### Clock routing, run 1

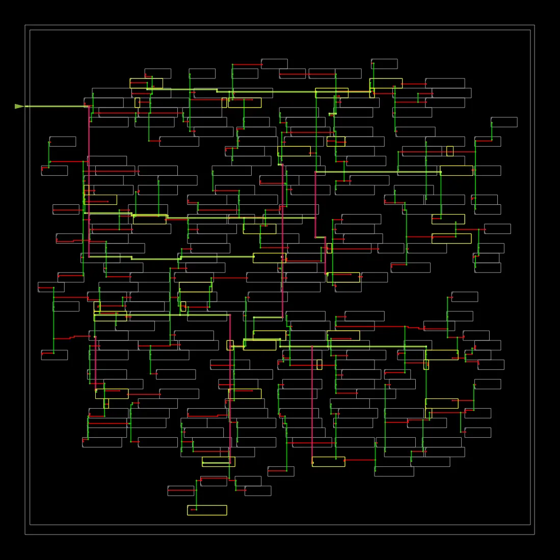
### Pin placement, run 1

Drawn at 2 px/um. Pins as bars across the die edge, other pins in grey.
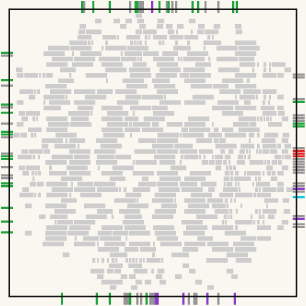
### Placed cells, one colour a class, run 1

Drawn at 2 px/um.
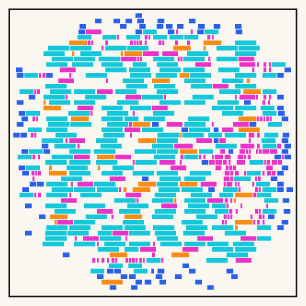
**src/rtl/brq_pkg.sv**
```systemverilog
// Shared types and widths for the branch resolve queue and its neighbours.
package brq_pkg;

  // Default widths, shared with the predictor table and the fetch stage.
  localparam int unsigned BRQ_IDX_W = 8;
  localparam int unsigned BRQ_PC_W  = 32;

  // One in-flight predicted branch, at the default widths.
  typedef struct packed {
    logic [BRQ_IDX_W-1:0] index;
    logic                 pred;
    logic [BRQ_PC_W-1:0]  alt_pc;
  } brq_entry_t;

  localparam int unsigned BRQ_ENTRY_W = $bits(brq_entry_t);

  // Packed entry width for non-default index/PC widths.
  function automatic int unsigned brq_entry_w(input int unsigned idx_w,
                                              input int unsigned pc_w);
    return idx_w + 1 + pc_w;
  endfunction

endpackage

```
**src/rtl/brq_storage.sv**
```systemverilog
// Register file holding in-flight entries: one write port (tail), one read port (head).
module brq_storage #(
  parameter int unsigned DEPTH = 4,
  parameter int unsigned WIDTH = 41
) (
  input  logic                     clk,
  input  logic                     wr_en,
  input  logic [$clog2(DEPTH)-1:0] wr_ptr,
  input  logic [WIDTH-1:0]         wr_data,
  input  logic [$clog2(DEPTH)-1:0] rd_ptr,
  output logic [WIDTH-1:0]         rd_data
);

  logic [WIDTH-1:0] mem [DEPTH];

  // Write the entry presented at the tail slot.
  // NOTE: the array has no reset; a slot is only ever read after it was written, so clearing it would buy nothing.
  always_ff @(posedge clk) begin
    if (wr_en) begin
      mem[wr_ptr] <= wr_data;
    end
  end

  assign rd_data = mem[rd_ptr];

endmodule

```
**src/rtl/branch_resolve_queue.sv**
```systemverilog
// In-order queue of predicted branches; drives predictor updates and mispredict redirects.
module branch_resolve_queue
  import brq_pkg::*;
#(
  parameter int unsigned DEPTH = 4,
  parameter int unsigned IDX_W = BRQ_IDX_W,
  parameter int unsigned PC_W  = BRQ_PC_W
) (
  input  logic                     clk,
  input  logic                     rst,
  input  logic                     push_valid,
  output logic                     push_ready,
  input  logic [IDX_W-1:0]         push_index,
  input  logic                     push_pred,
  input  logic [PC_W-1:0]          push_alt_pc,
  input  logic                     resolve_valid,
  input  logic                     resolve_taken,
  output logic                     upd_valid,
  output logic [IDX_W-1:0]         upd_index,
  output logic                     upd_taken,
  output logic                     flush,
  output logic [PC_W-1:0]          redirect_pc,
  output logic [$clog2(DEPTH):0]   count,
  output logic                     err_underflow
);

  localparam int unsigned PTR_W   = $clog2(DEPTH);
  localparam int unsigned CNT_W   = PTR_W + 1;
  localparam int unsigned ENTRY_W = brq_entry_w(IDX_W, PC_W);
  localparam logic [CNT_W-1:0] FULL_COUNT = CNT_W'(DEPTH);

  logic [PTR_W-1:0]   head;
  logic [PTR_W-1:0]   tail;
  logic [ENTRY_W-1:0] head_entry;
  logic [IDX_W-1:0]   head_index;
  logic               head_pred;
  logic [PC_W-1:0]    head_alt_pc;

  logic push_fire;
  logic resolve_live;
  logic pop_fire;
  logic mispredict;
  logic underflow;

  brq_storage #(
    .DEPTH (DEPTH),
    .WIDTH (ENTRY_W)
  ) u_storage (
    .clk     (clk),
    .wr_en   (push_fire),
    .wr_ptr  (tail),
    .wr_data ({push_index, push_pred, push_alt_pc}),
    .rd_ptr  (head),
    .rd_data (head_entry)
  );

  assign {head_index, head_pred, head_alt_pc} = head_entry;

  // Ready depends only on registered state, so a same-cycle resolve never frees a slot.
  assign push_ready   = (count < FULL_COUNT) && !flush;
  assign push_fire    = push_valid && push_ready;
  // Resolves arriving in the flush cycle belong to the wrong path and are dropped.
  assign resolve_live = resolve_valid && !flush;
  assign pop_fire     = resolve_live && (count != '0);
  assign underflow    = resolve_live && (count == '0);
  assign mispredict   = pop_fire && (resolve_taken != head_pred);

  // Pointers and occupancy; a mispredict empties the queue, including any same-cycle push.
  // NOTE: sequential state uses non-blocking assignments so every register sees pre-edge values.
  always_ff @(posedge clk) begin
    if (rst) begin
      head  <= '0;
      tail  <= '0;
      count <= '0;
    end else if (mispredict) begin
      head  <= tail;
      count <= '0;
    end else begin
      if (push_fire) tail <= tail + 1'b1;
      if (pop_fire)  head <= head + 1'b1;
      unique case ({push_fire, pop_fire})
        2'b10:   count <= count + 1'b1;
        2'b01:   count <= count - 1'b1;
        default: ;
      endcase
    end
  end

  // Registered predictor update, flush pulse, redirect target and sticky underflow flag.
  always_ff @(posedge clk) begin
    if (rst) begin
      upd_valid     <= 1'b0;
      upd_index     <= '0;
      upd_taken     <= 1'b0;
      flush         <= 1'b0;
      redirect_pc   <= '0;
      err_underflow <= 1'b0;
    end else begin
      upd_valid <= pop_fire;
      flush     <= mispredict;
      if (pop_fire) begin
        upd_index <= head_index;
        upd_taken <= resolve_taken;
      end
      if (mispredict) redirect_pc   <= head_alt_pc;
      if (underflow)  err_underflow <= 1'b1;
    end
  end

endmodule

```
**config.mk**
```make
export PLATFORM = sky130hd
export DESIGN_NAME = branch_resolve_queue
export DESIGN_NICKNAME = d
export VERILOG_FILES = /design/src/rtl/brq_pkg.sv /design/src/rtl/brq_storage.sv /design/src/rtl/branch_resolve_queue.sv
export SDC_FILE = /design/constraint.sdc
export NUM_CORES = 1
export LEC_CHECK = 0
export ABC_CLOCK_PERIOD_IN_PS = 5500
export CORE_MARGIN = 1
export CORE_UTILIZATION = 40
export DETAILED_ROUTE_END_ITERATION = 8
export HOLD_SLACK_MARGIN = 0.08
export PLACE_DENSITY = 0.63
export SKIP_LAST_GASP = 1
export SYNTH_ARGS = -nofsm -noshare
export SYNTH_HDL_FRONTEND = slang
export SYNTH_HIERARCHICAL = 1
export SYNTH_SLANG_ARGS = --single-unit
```
**constraint.sdc**
```tcl
create_clock -name clk -period 5.5 [get_ports clk]
set_input_delay 1.1 -clock clk [delete_from_list [all_inputs] [get_ports clk]]
set_output_delay 1.1 -clock clk [all_outputs]
set_load 0.03 [all_outputs]
```
==> impl_metrics.env, run 1 <==
# source this file to load flow results
export IMPL_status="finished, final reports clean"
export IMPL_max_freq_mhz=300
export IMPL_num_antenna_cells=0
export IMPL_wl_met2_um=7170
export IMPL_cts_hold_buffers_added=0
export IMPL_min_to="redirect_pc[22]$_SDFFE_PP0P_"
export IMPL_slew_viol_final=0
export IMPL_synthSimpleGateAreaFrac_pct=6.18
export IMPL_timing_rr_end="redirect_pc[30]$_SDFFE_PP0P_"
export IMPL_hpwl_um=8650
export IMPL_grt_use_met3_pct=2.68
export IMPL_whs_ns=0.452
export IMPL_n_clock_buffer=30
export IMPL_synth_seq_share_pct=74.9
export IMPL_placed_area_sq_um=9020
export IMPL_worstSetupPathType="reg2reg"
export IMPL_end_kind="register"
export IMPL_vdd_ir_drop_max_uv=237
export IMPL_fp_util_pct=40.8
export IMPL_vias=4062
export IMPL_fp_nets=502
export IMPL_cp_slowest_cell="dfxtp_4"
export IMPL_seq_cell_power_mw=2.23
export IMPL_crit_required_ns=5.83
export IMPL_maxCapViolCount=0
export IMPL_worstSetupStartpointType="register"
export IMPL_relSlewSlack_pct=21.8
export IMPL_top_register="u_storage/mem"
export IMPL_r2r_start="head[0]$_SDFFE_PP0P_"
export IMPL_inv_count=5
export IMPL_vias_per_cell=4.89
export IMPL_num_fill_cells=1637
export IMPL_endpoint="redirect_pc[30]$_SDFFE_PP0P_"
export IMPL_leakagePower_nw=3.08
export IMPL_cts_htree_levels=1
export IMPL_synth_top_cell_by_area="edfxtp_1"
export IMPL_setup_ws_ns=2.17
export IMPL_cts_root_buf="clkbuf_16"
export IMPL_clk_pin_slew_ns=0.06
export IMPL_p_switching_mw=1.29
export IMPL_ios=94
export IMPL_mux_share_pct=11.7
export IMPL_power_leader="registers"
export IMPL_lay_top_cells="edfxtp_1 (164), clkdlybuf4s50_1 (92), nand2_1 (84)"
export IMPL_grt_ovfl_total=0
export IMPL_p_comb_share_pct=22.1
export IMPL_grt_setup_unrepaired="no"
export IMPL_setup_viol_count_final=0
export IMPL_logic_family="multiplexers"
export IMPL_comb_area_share_pct=18.2
export IMPL_crit_chain="mux4_2 -> xor2_1 -> nand3_2 -> nand2_1 -> a21oi_1"
export IMPL_dieArea_sq_um=20400
export IMPL_crit_family="simple AND/OR/NAND/NOR gates"
export IMPL_ff_type="edfxtp_1"
export IMPL_gr_usage_met2_pct=26.0
export IMPL_grt_use_total_pct=15.4
export IMPL_total_power_mw=4.70
export IMPL_bufAreaShareNonClock_pct=9.75
export IMPL_drive_above_1_share_pct=15.0
export IMPL_cts_buffer_depth=3
export IMPL_drtPass1Iterations=4
export IMPL_ys_top_cells_by_count="edfxtp_1 (164), nand2_1 (84), dfxtp_1 (51)"
export IMPL_logic_area_sq_um=1770
export IMPL_critPathMaxStageDelay_ns=0.92
export IMPL_antenna_found_initial=0
export IMPL_openroad_warnings=26
export IMPL_ys_warn_count=6
export IMPL_compound_area_share_pct=3.17
export IMPL_final_antenna_net_count=0
export IMPL_p_clk_mw=1.43
export IMPL_gr_usage_met1_pct=20.6
export IMPL_nNetsFinal=598
export IMPL_crit_buf_inv=0
export IMPL_ys_ff=215
export IMPL_final_clk_cell_share_pct=7.23
export IMPL_yosys_area_share_adder_pct=0.410
export IMPL_crit_start="head[0]$_SDFFE_PP0P_"
export IMPL_synthMostInstantiatedCell="edfxtp_1"
export IMPL_avgSynthCellArea_sq_um=17.5
export IMPL_ys_types=35
export IMPL_flop_area_sq_um=5950
export IMPL_reg_largest_list="u_storage/mem x164, redirect_pc x32, upd_index x8"
export IMPL_swShare_pct=27.5
export IMPL_pwr_share_seq_pct=47.5
export IMPL_synthCells=454
export IMPL_top_area_share_pct=62.1
export IMPL_finalCritPeriodShare_pct=60.6
export IMPL_pwr_share_clk_pct=30.3
export IMPL_cp_depth=5
export IMPL_crit_fanout=44
export IMPL_holdPathStages=2
export IMPL_min_period_ns=3.33
export IMPL_wl_met3_um=797
export IMPL_min_delay_start="redirect_pc[22]$_SDFFE_PP0P_"
export IMPL_drt_total_wl_um=14600
export IMPL_taps=265
export IMPL_busiest_layer="met2"
export IMPL_r2r_slack_ns=2.17
export IMPL_drt_met1_wl_um=6390
export IMPL_fin_tns_setup_ns=0
export IMPL_wl_per_cell_um=17.6
export IMPL_tritoncts="done"
export IMPL_syn_area_sq_um=7930
export IMPL_place_ws_ns=1.72
export IMPL_dp_cells=791
export IMPL_largest_reg_flops=164
export IMPL_ys_area_sq_um=7930
export IMPL_arrival_ns=3.66
export IMPL_lay_top_count="edfxtp_1"
export IMPL_nMultiInputCombCells=210
export IMPL_grt_pass1_vias=4339
export IMPL_final_cells=830
export IMPL_ys_async_sr_fraction_pct=0
export IMPL_n_all_buffers=96
export IMPL_tightest_slew_ns=1.17
export IMPL_syn_to_final_growth_pct=22.6
export IMPL_drc_errors=0
export IMPL_ys_cells=454
export IMPL_edf_count=164
export IMPL_grt_max_degree=52
export IMPL_final_util_pct=50.0
export IMPL_holdCritPathClass="reg2reg"
export IMPL_pg_comb_mw=1.04
export IMPL_rr_worst_depth=5
-- 'Clock routing' (at the start) --
Flops: 215
Final Skew: 0.00851 ns
CTS Buf Count: 22
clk latency late pin: 0.49 ns
CTS Sinks: 215

-- 'Pin placement' (at the start) --
Key: count = red [pins 3, direction output, edge east]; push_alt_pc = green [pins 32, direction input, edge 13 west, 11 north, 5 south, 3 east]; upd_valid = cyan [pins 1, direction output, edge east]; push_index = purple [pins 8, direction input, edge 5 south, 2 east, 1 north]
All pins by edge: 28 east, 22 west, 22 north, 22 south.
Die X: 143 um
die height: 143 um
IO buf count: 93

-- 'Placed cells, one colour a class' (at the start) --
Key: clock drivers and dummy loads = orange [cells 39]; remaining buffers and delay cells = blue [cells 96]; remaining logic cells = magenta [cells 215]; sequential cells = cyan [cells 215]
core area: 19500 sq um
Site Rows: 51
sequential share of cell area: 61.2%
final instance area: 9720 sq um

==> run 1 -> run 2 <==
--- a/config.mk
+++ b/config.mk
@@ -5,12 +5,12 @@
 export SDC_FILE = /design/constraint.sdc
 export NUM_CORES = 1
 export LEC_CHECK = 0
-export ABC_CLOCK_PERIOD_IN_PS = 5500
+export ABC_CLOCK_PERIOD_IN_PS = 2750
 export CORE_MARGIN = 1
 export CORE_UTILIZATION = 40
 export DETAILED_ROUTE_END_ITERATION = 8
 export HOLD_SLACK_MARGIN = 0.08
-export PLACE_DENSITY = 0.63
+export PLACE_DENSITY = 0.66
 export SKIP_LAST_GASP = 1
 export SYNTH_ARGS = -nofsm -noshare
 export SYNTH_HDL_FRONTEND = slang
==> constraint.sdc (replaced) <==
create_clock -name clk -period 2.75 [get_ports clk]
set_input_delay 0.55 -clock clk [delete_from_list [all_inputs] [get_ports clk]]
set_output_delay 0.55 -clock clk [all_outputs]
set_load 0.03 [all_outputs]
### Clock routing, run 2

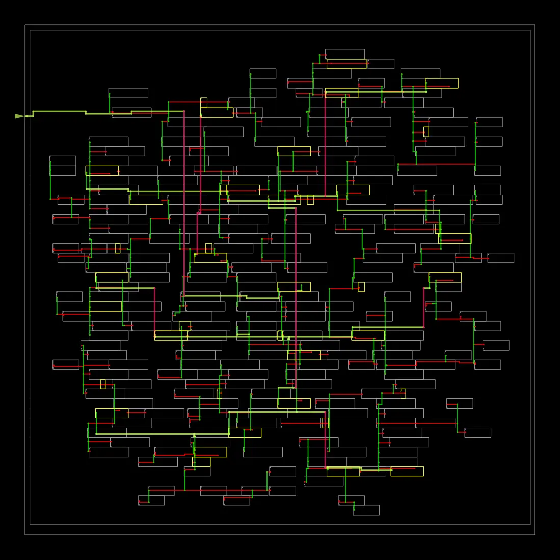
clk latency late pin: 0.50 ns
Final Skew: 0.0117 ns

### Wiring by layer, run 2

Drawn at 2 px/um.
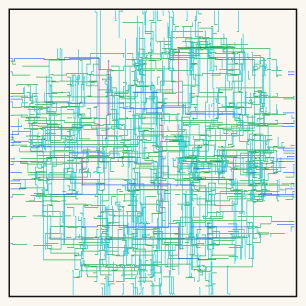
Key: M4 = magenta [wire length 211 um]; M2 = cyan [wire length 7670 um]; M3 = blue [wire length 887 um]; M1 = green [wire length 6240 um]
final wirelength: 15000 um
GRT Total Usage: 15.4%

==> run 2 against run 1 <==
Final cell count grew 1.9%. Non-clock buffer count rose by 15. Via count increased by 2.8%. Hold slack better by 0.00075 ns. Power grew 100%. Sequential share of layout area is 1.2 points lower. Synthesized cell count stayed put. Critical path type is now reg2out. Critical endpoint is now push_ready.
==> impl_metrics.env, run 2 <==
# source this file to load flow results
export IMPL_placed_area_sq_um=9200
export IMPL_min_to="redirect_pc[23]$_SDFFE_PP0P_"
export IMPL_setup_viol_count_final=0
export IMPL_ys_ff=215
export IMPL_synth_top_cell_by_area="edfxtp_1"
export IMPL_place_ws_ns=0.125
export IMPL_fp_nets=502
export IMPL_num_fill_cells=1623
export IMPL_reg_largest_list="u_storage/mem x164, redirect_pc x32, upd_index x8"
export IMPL_pwr_share_clk_pct=30.0
export IMPL_clk_pin_slew_ns=0.06
export IMPL_cts_buffer_depth=3
export IMPL_gr_usage_met2_pct=27.6
export IMPL_openroad_warnings=26
export IMPL_n_clock_buffer=31
export IMPL_vdd_ir_drop_max_uv=476
export IMPL_r2r_start="count[2]$_SDFFE_PP0P_"
export IMPL_swShare_pct=27.8
export IMPL_synthSimpleGateAreaFrac_pct=6.18
export IMPL_synthCells=454
export IMPL_largest_reg_flops=164
export IMPL_relSlewSlack_pct=44.8
export IMPL_drive_above_1_share_pct=17.7
export IMPL_grt_ovfl_total=0
export IMPL_status="finished, final reports clean"
export IMPL_timing_rr_end="count[2]$_SDFFE_PP0P_"
export IMPL_drc_errors=0
export IMPL_mux_share_pct=11.7
export IMPL_ys_types=35
export IMPL_cts_buffers=22
export IMPL_syn_area_sq_um=7930
export IMPL_logic_area_sq_um=1780
export IMPL_cp_depth=2
export IMPL_setup_ws_ns=0.534
export IMPL_worstSetupPathType="reg2out"
export IMPL_grt_setup_unrepaired="no"
export IMPL_taps=265
export IMPL_fp_util_pct=40.8
export IMPL_final_clk_cell_share_pct=7.16
export IMPL_crit_family="buffers and inverters"
export IMPL_grt_pass1_vias=4396
export IMPL_grt_max_degree=44
export IMPL_compound_area_share_pct=3.17
export IMPL_power_leader="registers"
export IMPL_cts_htree_levels=1
export IMPL_p_clk_mw=2.86
export IMPL_avgSynthCellArea_sq_um=17.5
export IMPL_arrival_ns=1.67
export IMPL_p_switching_mw=2.65
export IMPL_synthMostInstantiatedCell="edfxtp_1"
export IMPL_n_all_buffers=111
export IMPL_vias=4176
export IMPL_dp_cells=806
export IMPL_rr_worst_depth=10
export IMPL_fin_tns_setup_ns=0
export IMPL_ys_area_sq_um=7930
export IMPL_crit_required_ns=2.20
export IMPL_vias_per_cell=4.94
export IMPL_logic_family="multiplexers"
export IMPL_dieArea_sq_um=20400
export IMPL_pg_comb_mw=2.36
export IMPL_ff_type="edfxtp_1"
export IMPL_drtPass1Iterations=7
export IMPL_top_area_share_pct=62.1
export IMPL_critPathMaxStageDelay_ns=0.67
export IMPL_cts_hold_buffers_added=0
export IMPL_comb_area_share_pct=17.9
export IMPL_min_period_ns=2.22
export IMPL_cts_root_buf="clkbuf_16"
export IMPL_max_freq_mhz=451
export IMPL_crit_fanout=6
export IMPL_final_antenna_net_count=0
export IMPL_total_power_mw=9.54
export IMPL_fp_coreArea_sq_um=19500
export IMPL_flop_area_sq_um=5950
export IMPL_num_rows=51
export IMPL_wl_met3_um=887
export IMPL_fin_area_sq_um=9910
export IMPL_wl_per_cell_um=17.7
export IMPL_crit_chain="nor2_1 -> clkdlybuf4s50_1"
export IMPL_num_antenna_cells=0
export IMPL_synth_seq_share_pct=74.9
export IMPL_seq_cell_power_mw=4.32
export IMPL_min_delay_start="redirect_pc[23]$_SDFFE_PP0P_"
export IMPL_fp_dieH_um=143
export IMPL_crit_start="count[2]$_SDFFE_PP0P_"
export IMPL_numSequentialCells=215
export IMPL_tritoncts="done"
export IMPL_final_util_pct=50.9
export IMPL_ys_async_sr_fraction_pct=0
export IMPL_gr_usage_met1_pct=19.2
export IMPL_cp_slowest_cell="clkdlybuf4s50_1"
export IMPL_busiest_layer="met2"
export IMPL_cts_sinks=215
==> run 2 -> run 3 <==
--- a/config.mk
+++ b/config.mk
@@ -5,12 +5,12 @@
 export SDC_FILE = /design/constraint.sdc
 export NUM_CORES = 1
 export LEC_CHECK = 0
-export ABC_CLOCK_PERIOD_IN_PS = 2750
+export ABC_CLOCK_PERIOD_IN_PS = 2300
 export CORE_MARGIN = 1
 export CORE_UTILIZATION = 40
 export DETAILED_ROUTE_END_ITERATION = 8
 export HOLD_SLACK_MARGIN = 0.08
-export PLACE_DENSITY = 0.66
+export PLACE_DENSITY = 0.63
 export SKIP_LAST_GASP = 1
 export SYNTH_ARGS = -nofsm -noshare
 export SYNTH_HDL_FRONTEND = slang
==> constraint.sdc (replaced) <==
create_clock -name clk -period 2.3 [get_ports clk]
set_input_delay 0.46 -clock clk [delete_from_list [all_inputs] [get_ports clk]]
set_output_delay 0.46 -clock clk [all_outputs]
set_load 0.03 [all_outputs]
### Wiring by layer, run 3

Drawn at 2 px/um.
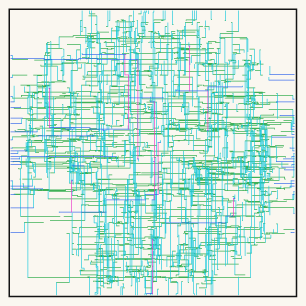
Key: M4 = magenta [wire length 277 um]; M2 = cyan [wire length 7640 um]; M3 = blue [wire length 575 um]; M1 = green [wire length 6850 um]
post-DR wirelength/cell: 18.1 um
GRT Total Usage: 15.9%
via count: 4179
final wirelength: 15300 um

### Pin placement, run 3

Drawn at 2 px/um. Pins as bars across the die edge, other pins in grey.
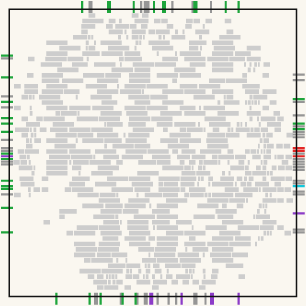
Key: upd_valid = cyan [pins 1, direction output, edge east]; push_index = purple [pins 8, direction input, edge 6 south, 1 east, 1 west]; count = red [pins 3, direction output, edge east]; push_alt_pc = green [pins 32, direction input, edge 13 west, 11 north, 5 south, 3 east]

==> run 3 against run 2 <==
Power grew 23%. Hold slack lost 0.033 ns. First-iteration DRC count shrank 8.1%. Count of clock-buffer cells in the layout shrank 4. Critical path depth shrank 1. Via count is essentially flat.
==> impl_metrics.env, run 3 <==
# source this file to load flow results
export IMPL_cts_root_buf="clkbuf_16"
export IMPL_synthMostInstantiatedCell="edfxtp_1"
export IMPL_crit_family="buffers and inverters"
export IMPL_drtPass1Iterations=4
export IMPL_synth_seq_share_pct=74.9
export IMPL_grt_pass1_vias=4494
export IMPL_seq_cell_power_mw=5.17
export IMPL_busiest_layer="met2"
export IMPL_crit_start="count[0]$_SDFFE_PP0P_"
export IMPL_synth_top_cell_by_area="edfxtp_1"
export IMPL_min_period_ns=2.08
export IMPL_ys_types=35
export IMPL_n_all_buffers=114
export IMPL_grt_setup_unrepaired="no"
export IMPL_num_fill_cells=1608
export IMPL_setup_viol_count_final=0
export IMPL_vdd_ir_drop_max_uv=499
export IMPL_largest_reg_flops=164
export IMPL_worstSetupPathType="reg2out"
export IMPL_vias_per_cell=4.92
export IMPL_min_to="upd_valid$_SDFF_PP0_"
export IMPL_reg_largest_list="u_storage/mem x164, redirect_pc x32, upd_index x8"
export IMPL_r2r_start="count[0]$_SDFFE_PP0P_"
export IMPL_synthSimpleGateAreaFrac_pct=6.18
export IMPL_cts_buffer_depth=3
export IMPL_final_clk_cell_share_pct=7.63
export IMPL_drive_above_1_share_pct=19.5
export IMPL_cts_buffers=22
export IMPL_ff_type="edfxtp_1"
export IMPL_final_cells=849
export IMPL_mux_share_pct=11.7
export IMPL_top_area_share_pct=62.1
export IMPL_final_util_pct=51.6
export IMPL_compound_area_share_pct=3.17
export IMPL_syn_area_sq_um=7930
export IMPL_drc_errors=0
export IMPL_fin_area_sq_um=10000
export IMPL_pwr_share_clk_pct=31.2
export IMPL_wl_met3_um=574
export IMPL_fp_util_pct=40.8
export IMPL_leakagePower_nw=3.21
export IMPL_n_clock_buffer=27
export IMPL_status="finished, final reports clean"
export IMPL_cts_sinks=215
export IMPL_grt_ovfl_total=0
export IMPL_clk_latency_ns=0.49
export IMPL_cts_htree_levels=1
export IMPL_synthCells=454
export IMPL_numSequentialCells=215
export IMPL_ys_ff=215
export IMPL_fin_worst_skew_ns=0.00850
export IMPL_cp_depth=1
export IMPL_ys_area_sq_um=7930
export IMPL_logic_family="multiplexers"
export IMPL_final_antenna_net_count=0
export IMPL_rr_worst_depth=10
export IMPL_clk_pin_slew_ns=0.06
export IMPL_logic_area_sq_um=1780
export IMPL_setup_ws_ns=0.219
export IMPL_pg_comb_mw=2.91
export IMPL_max_freq_mhz=481
export IMPL_placed_area_sq_um=9280
export IMPL_gr_usage_met2_pct=27.5
export IMPL_p_clk_mw=3.66
export IMPL_arrival_ns=1.62
export IMPL_place_ws_ns=-0.206
export IMPL_total_power_mw=11.7
export IMPL_dieArea_sq_um=20400
export IMPL_num_antenna_cells=0
export IMPL_flop_area_sq_um=5950
export IMPL_critPathMaxStageDelay_ns=0.71
export IMPL_num_rows=51
export IMPL_ys_async_sr_fraction_pct=0
export IMPL_swShare_pct=27.7
export IMPL_taps=265
export IMPL_gr_usage_met1_pct=20.5
export IMPL_cp_slowest_cell="clkdlybuf4s50_1"
export IMPL_comb_area_share_pct=17.7
Power figures rest on the tool's default switching activity, not on a simulated workload.
